### src/rtl/pc_gen.sv
// Program-counter unit: PC/EPC/EXL registers and next-PC selection.
// Optional return-address stack enabled with `define PCGEN_RAS_EN.
module pc_gen #(
  parameter int unsigned XLEN      = 32,
  parameter logic [XLEN-1:0] RESET_PC = 32'h0000_3000,
  parameter logic [XLEN-1:0] EXC_VEC  = 32'h0000_4180,
  parameter int unsigned RAS_DEPTH = 4
) (
  input  logic            clk,
  input  logic            rst,
  input  logic            pc_we,
  input  logic [2:0]      npc_op,
  input  logic            link,
  input  logic [15:0]     imm16,
  input  logic [25:0]     imm26,
  input  logic [XLEN-1:0] rs_val,
  input  logic            exc_req,
  output logic [XLEN-1:0] pc,
  output logic [XLEN-1:0] pc_next,
  output logic [XLEN-1:0] epc,
  output logic            exl,
  output logic            ras_empty,
  output logic            ras_full,
  output logic            ras_miss,
  output logic            misalign
);

  logic [XLEN-1:0] pc_q, pc_d, epc_q;
  logic            exl_q;
  logic            exc_take;
  logic [XLEN-1:0] pc_plus4, br_off, j_abs, ret_tgt;

  assign exc_take = exc_req & ~exl_q;
  assign pc_plus4 = pc_q + XLEN'(4);
  assign br_off   = {{(XLEN-18){imm16[15]}}, imm16, 2'b00};
  assign j_abs    = {pc_q[XLEN-1:28], imm26, 2'b00};

`ifdef PCGEN_RAS_EN
  localparam int unsigned PW = $clog2(RAS_DEPTH);
  localparam logic [PW:0] DEPTH_C = (PW+1)'(RAS_DEPTH);

  typedef enum logic [1:0] {RAS_EMPTY, RAS_PARTIAL, RAS_FULL} ras_state_e;

  logic [XLEN-1:0] stack_q [RAS_DEPTH];
  logic [PW-1:0]   ptr_q;
  logic [PW:0]     cnt_q;
  ras_state_e      st_q;
  logic            miss_q;
  logic            push, pop, miss_d;

  // ptr_q addresses the next free slot; top of stack sits one below it.
  assign ret_tgt = (st_q == RAS_EMPTY) ? rs_val : stack_q[ptr_q - PW'(1)];
  assign push    = pc_we & link & ~exc_take & ((npc_op == 3'b010) | (npc_op == 3'b011));
  assign pop     = pc_we & ~exc_take & (npc_op == 3'b110) & (st_q != RAS_EMPTY);
  assign miss_d  = pc_we & ~exc_take & (npc_op == 3'b110) & (st_q == RAS_EMPTY);

  always_ff @(posedge clk) begin
    if (push) stack_q[ptr_q] <= pc_plus4;
  end

  always_ff @(posedge clk) begin
    if (rst) begin
      ptr_q  <= '0;
      cnt_q  <= '0;
      st_q   <= RAS_EMPTY;
      miss_q <= 1'b0;
    end else begin
      miss_q <= miss_d;
      if (push) begin
        ptr_q <= ptr_q + PW'(1);
        if (cnt_q != DEPTH_C) cnt_q <= cnt_q + (PW+1)'(1);
        st_q  <= (cnt_q + (PW+1)'(1) >= DEPTH_C) ? RAS_FULL : RAS_PARTIAL;
      end else if (pop) begin
        ptr_q <= ptr_q - PW'(1);
        cnt_q <= cnt_q - (PW+1)'(1);
        st_q  <= (cnt_q == (PW+1)'(1)) ? RAS_EMPTY : RAS_PARTIAL;
      end
    end
  end

  assign ras_empty = (st_q == RAS_EMPTY);
  assign ras_full  = (st_q == RAS_FULL);
  assign ras_miss  = miss_q;
`else
  logic unused_link;
  assign unused_link = link;
  assign ret_tgt   = rs_val;
  assign ras_empty = 1'b1;
  assign ras_full  = 1'b0;
  assign ras_miss  = 1'b0;
`endif

  always_comb begin
    pc_d = pc_plus4;
    if (exc_take) begin
      pc_d = EXC_VEC;
    end else begin
      unique case (npc_op)
        3'b000:  pc_d = pc_plus4;
        3'b001:  pc_d = pc_plus4 + br_off;
        3'b010:  pc_d = j_abs;
        3'b011:  pc_d = rs_val;
        3'b100:  pc_d = EXC_VEC;
        3'b101:  pc_d = epc_q;
        3'b110:  pc_d = ret_tgt;
        default: pc_d = pc_plus4;
      endcase
    end
  end

  always_ff @(posedge clk) begin
    if (rst) begin
      pc_q  <= RESET_PC;
      epc_q <= '0;
      exl_q <= 1'b0;
    end else if (pc_we) begin
      pc_q <= pc_d;
      if (exc_take) begin
        epc_q <= pc_q;
        exl_q <= 1'b1;
      end else if (npc_op == 3'b101) begin
        exl_q <= 1'b0;
      end
    end
  end

  assign pc       = pc_q;
  assign pc_next  = pc_d;
  assign epc      = epc_q;
  assign exl      = exl_q;
  assign misalign = |pc_d[1:0];

endmodule

### config.mk
export PLATFORM = sky130hd
export DESIGN_NAME = pc_gen
export DESIGN_NICKNAME = d
export VERILOG_FILES = /design/src/rtl/pc_gen.sv
export SDC_FILE = /design/constraint.sdc
export NUM_CORES = 1
export LEC_CHECK = 0
export CORE_MARGIN = 2
export CORE_UTILIZATION = 50
export CTS_CLUSTER_SIZE = 30
export DETAILED_ROUTE_END_ITERATION = 7
export PLACE_DENSITY = 0.84
export SYNTH_ARGS = -nofsm -noshare
export SYNTH_HDL_FRONTEND = slang
export SYNTH_SLANG_ARGS = --single-unit
### constraint.sdc
create_clock -name clk -period 10.9 [get_ports clk]
set_input_delay 1.09 -clock clk [delete_from_list [all_inputs] [get_ports clk]]
set_output_delay 1.09 -clock clk [all_outputs]
set_load 0.03 [all_outputs]
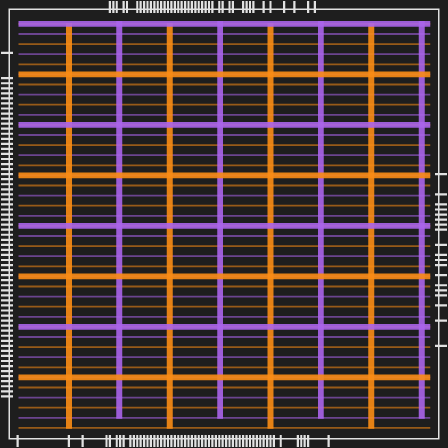
(images/pdn.png)
Pins as bars on the die edge.
[purple] VDD
[orange] VSS
met4 straps: 8
signal pins: 183

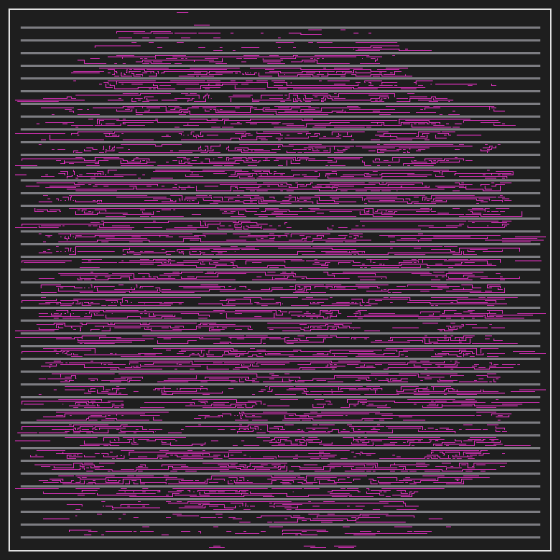
(images/met1.png)
Supply wires on this layer in gray.
share of all routed wire: 42%
nets with wire on the layer: 1,009
main direction: horizontal

==> reports/metrics.cfg <==
[worst_setup_path]
worst_r2r_startpoint = pc[2]$_SDFFE_PP0P_
setup.worst_path.class = reg2out
end_kind = output port
start_kind = flip-flop
reg2reg_depth = 15
r2r_setup_slack_ns = 6.52
required_ns = 9.81
r2r-end = pc[26]$_SDFFE_PP0P_
arrival_ns = 5.53
crit_fanout = 11

[synthesis]
avgSynthCellArea_sq_um = 7.33
simple_gate_share = 0.244
yosysSeqAreaShare = 0.210
synth.top_cell.area_share = 0.210
async_reset_ff_frac = 0
synthTopLogicFamily = AND-OR/OR-AND gates
synthCells = 845
synthFlopType = dfxtp_1
edf_count = 0
ys.flops = 65
mux_area_frac = 0.0243
most_common_cell = nand2_1
compound_area_frac = 0.274
ys_sh_adder = 0.113
yosysUniqueCellTypes = 76
ys_cells = 845
syn_area_sq_um = 6190
yosys_warnings = 0
synth-xor-area-share = 0.0707
ys_area_sq_um = 6190
synthTopCellsByArea = dfxtp_1, nand2_1, a21oi_1
top_area_cell = dfxtp_1
synthTopCellsByCount = nand2_1, a21oi_1, dfxtp_1, nor2_1, o21ai_0

[cells_and_area]
areaGrowthSynthToFinish_pct = 33.4
num_antenna_cells = 0
fin_util = 0.685
final_layout_size_suffix_gt1_frac = 0.0474
design_area_sq_um = 8260
fin_nets = 1105

[grt]
grt_pass1_wl_mm = 35.6
overflow = 0
grt_pass1_vias = 6615
grt_usage = 0.347
grt_antenna_before_repair = 0
grt_max_degree = 72

[min_path]
whs_path_depth = 2
holdPathEnd = epc[28]$_SDFFE_PP0P_
hp-start = epc[28]$_SDFFE_PP0P_
hp-class = reg2reg

[routing]
wl_mm = 23.1
ant_nets = 0
vias = 7211
wl_per_cell_um = 19.9
via_per_inst = 6.22
drt_iter0_markers = 940
first_pass_iters = 7
drcViolationCount = 0

[floorplan]
design.core.area_sq_um = 12100
ioPinCount = 183
row_count = 40
die_area_sq_um = 13300
die_y_um = 115
fp-utilization = 0.513
die_x_um = 115

[cts]
cts_sinks = 65
clk_latency_ns = 0.34
post-cts-setup-buffers = 0
cts_buffers = 9
cts_buffer_depth = 2
ctsResizeCount = 0
cts_hold_buf = 0
clk_pin_slew_worst_paths_ns = 0.06
h-tree-depth = 3
clock-root-buffer = clkbuf_16
cts_tree = yes

[final_timing]
finalSetupViolCount = 0
max_freq_mhz = 151
fin_tns_setup_ns = 0
final.setup_skew_ns = 0.00613
slew_violations = 0
period_used_share = 0.608
timing.final.ws_setup_ns = 4.28
hold_viol_final = 0
worstMarginPinSlew_ns = 1.31
relSlewSlack = 0.126
hold_slack_ns = 0.473
rsz0062_at_grt = false
fin_crit_ns = 6.62

[job]
tool_warnings = 32
max_cap_violations = 0

[placement]
post_dp_cell_area_sq_um = 7950
dp_hpwl_mm = 17.0
dp_worst_setup_slack_ns = 4.44
gp_congestion = 0.971
io_buffers = 178

[run_status]
status = finished, final reports clean

[power]
vdd_drop_max_mv = 0.0884
leakagePower_nw = 3.23
powerDensity_nw_per_um2 = 108

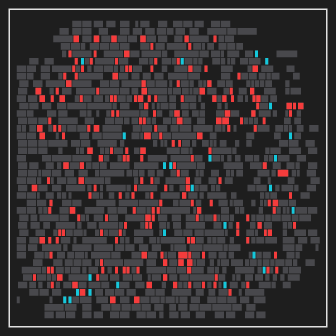
(images/gate_families.png)
[red] NAND gates | cells: 201 | most used: nand2_1 | where: all over the die
[cyan] inverters | cells: 25 | most used: inv_1 | where: all over the die

## final cells by class
cell class              instances  area, sq um
inverters                      25         93.8
flip-flops and latches         65         1300
clock inverters                 2         35.0
clock buffers                  14          274
well taps                     168          210
fillers                      1010         3800
repair buffers                187         1830
multi-input cells             699         4510
## sequential cells by signal, indices dropped and copies added (netlist names)
name,cells
epc,32
exl,1
pc,32
## where the power goes
group / leakage (nW) / internal, W / switching, W / total, W
clock network: 0.153 / 0.000196 / 0.000110 / 0.000306
logic: 2.55 / 0.000133 / 0.000191 / 0.000324
registers: 0.528 / 0.000247 / 0.0000170 / 0.000264
## worst max-delay path, stage by stage (launching register included)
cell	delay (ns)
dfxtp_1	0.62
ha_1	0.36
nand2_1	0.14
nor3_2	0.52
nand3_1	0.18
xnor2_1	0.20
ha_1	0.44
nand4_1	0.14
or4_4	0.44
o311a_4	0.36
o21ai_0	0.21
xor2_1	0.11
a221o_2	0.38
nor3b_1	0.34
clkdlybuf4s50_1	0.74
## cells in the final DEF (no fill, tap or decap), types with 10 or more instances in the layout
master and instances:
and3_1 11, nand2_1 131, clkdlybuf4s50_1 175, inv_1 25
mux2i_1 15, nor3_1 10, ha_1 35, a21oi_1 93
a222oi_1 25, nand2b_1 31, nand4_1 11, a21o_1 18
dfxtp_1 65, maj3_1 24, xnor2_1 33, o32ai_1 10
nand3_1 24, xor2_1 17, o21ai_0 40, nor2_1 64
## stage by stage
| stage | power (W) | cells |
|---|---|---|
| 5_1_grt | 0.000926 | 1160 |
| 2_1_floorplan | 0.000465 | 846 |
| 6_report | 0.000894 | 1160 |
| 3_3_place_gp | 0.000581 | 1144 |
| 3_5_place_dp | 0.000584 | 1144 |
| 4_1_cts | 0.000887 | 1160 |
## worst max-delay path by stage
stage	startpoint	endpoint	slack, ns	depth (start not counted)
4_1_cts	pc[2]$_SDFFE_PP0P_	pc_next[31]	4.38	14
5_1_grt	pc[2]$_SDFFE_PP0P_	pc_next[31]	4.20	14
3_5_place_dp	imm16[15]	pc_next[31]	4.44	10
6_report	pc[2]$_SDFFE_PP0P_	pc_next[31]	4.28	14
3_3_place_gp	imm16[15]	pc_next[31]	4.45	10
2_1_floorplan	pc[4]$_SDFFE_PP0P_	pc_next[31]	5.35	14
## logic make-up (layout without fill, tap and decap cells)
logic type,after synthesis,after routing
flops,65,65
compound gates,252,252
fa+ha+maj,60,60
mux,15,15
simple gates,319,319
other cells,2,3
xor+xnor,50,50
buf+inv,82,228
## routing by layer
metal	part of all wire	global-route usage
met5	0	0
met4	0.044	0.130
met3	0.11	0.0833
met2	0.43	0.534
met1	0.42	0.471
Power figures rest on the tool's default switching activity, not on a simulated workload.
